Met1 routing:
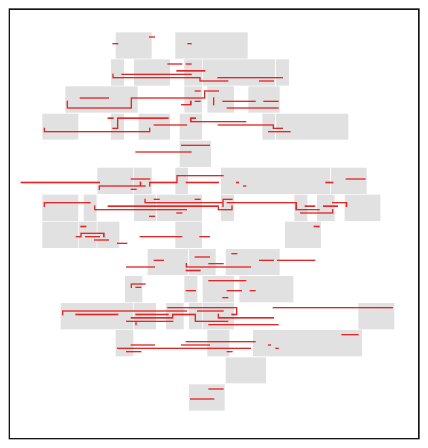
Metal 2:
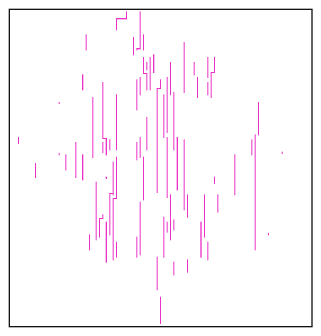
Design skid_fifo, sky130hd; sources not shown.
==> notes.md <==
Purpose: to document the outcome of synthesis and place and route.

Clock network
In this run the number of H-tree levels came out at 1.

Power and ir drop
The overall power consumption is 0.000195 W. The fraction of power spent switching nets is 22.2%. Of the total power, combinational logic draws 12.8%.

The largest power group is registers.

Synthesis
The primary flip-flop cell chosen by synthesis mapping is sky130_fd_sc_hd__dfxtp_1. The post-synth tally of flip-flops with integrated enable is 2. Synthesis handed over a netlist of 40 instances. The tally of yosys warning messages is 0.

The leading area contributor after synthesis is sky130_fd_sc_hd__dfxtp_1.

Final layout
The fraction of area in clock buffers and inverters is 4.95%. The largest cell class by area is logic gates. Buffers outside the clock tree occupy 21.0% of the routed design's cell area. Excluding fillers, the count of instances in the completed layout stands at 70.

Run status
The flow ran to the end, and the final reports show no timing, DRC or antenna violations.

Global route
The initial antenna violation count is 0. After global routing the overflow that remains totals 0. met1 is the most crowded layer. The global-route met3 utilization is 3.14%.

Placement
In this run the cell area measured after placement is 504 um2.

Final timing
Setup repair after global routing left no endpoint under its margin. Looking at the max-slew report, the worst-margin pin has a slew of 320 ps. The summed negative setup slack over all endpoints is 0 ps. For reference, the final report shows the max-slew violation count at 0. The ratio of final minimum period to clock period is 78.8%.

Die
The number of rows created at floorplan is 14. The x dimension of the die is 41 um. Pin placement for this block handled 11 I/O pins.

Worst setup path
The highest fanout seen on the critical path is 9. The endpoint class of the critical path is an output port.
-- 'met1 routing' (at the start) --
longest straight run: 13.3 um
wire length on this layer: 343 um
nets with wire on the layer: 53
share of all routed wire: 48%
Via Count: 333
aggregate routed wire length: 721 um
global routing met1 resource utilization: 15.0%

-- 'metal 2' (at the start) --
main direction: vertical
longest straight run: 15.6 um
nets with wire on the layer: 51
share of all routed wire: 43%
M2 GR Usage: 13.1%

-- logic make-up (layout without fill, tap and decap cells) --
family	after synthesis	after routing	share of synthesized area, %
multiplexers	1	1	2.61
XOR/XNOR	3	3	6.84
AND-OR/OR-AND	8	8	12.4
AND/OR/NAND/NOR	18	18	29.3
flip-flops	7	7	41.7
adder cells (fa/ha/maj)	1	1	3.26
buffers and inverters	2	16	3.91
-- critical path, cell delays in order --
cell	delay [ps]
sky130_fd_sc_hd__clkdlybuf4s50_1	500
sky130_fd_sc_hd__or2_1	270
sky130_fd_sc_hd__buf_6	140
sky130_fd_sc_hd__nor2_1	100
sky130_fd_sc_hd__clkdlybuf4s50_1	500
No activity file was given, so power comes from the tool's default toggle rates.
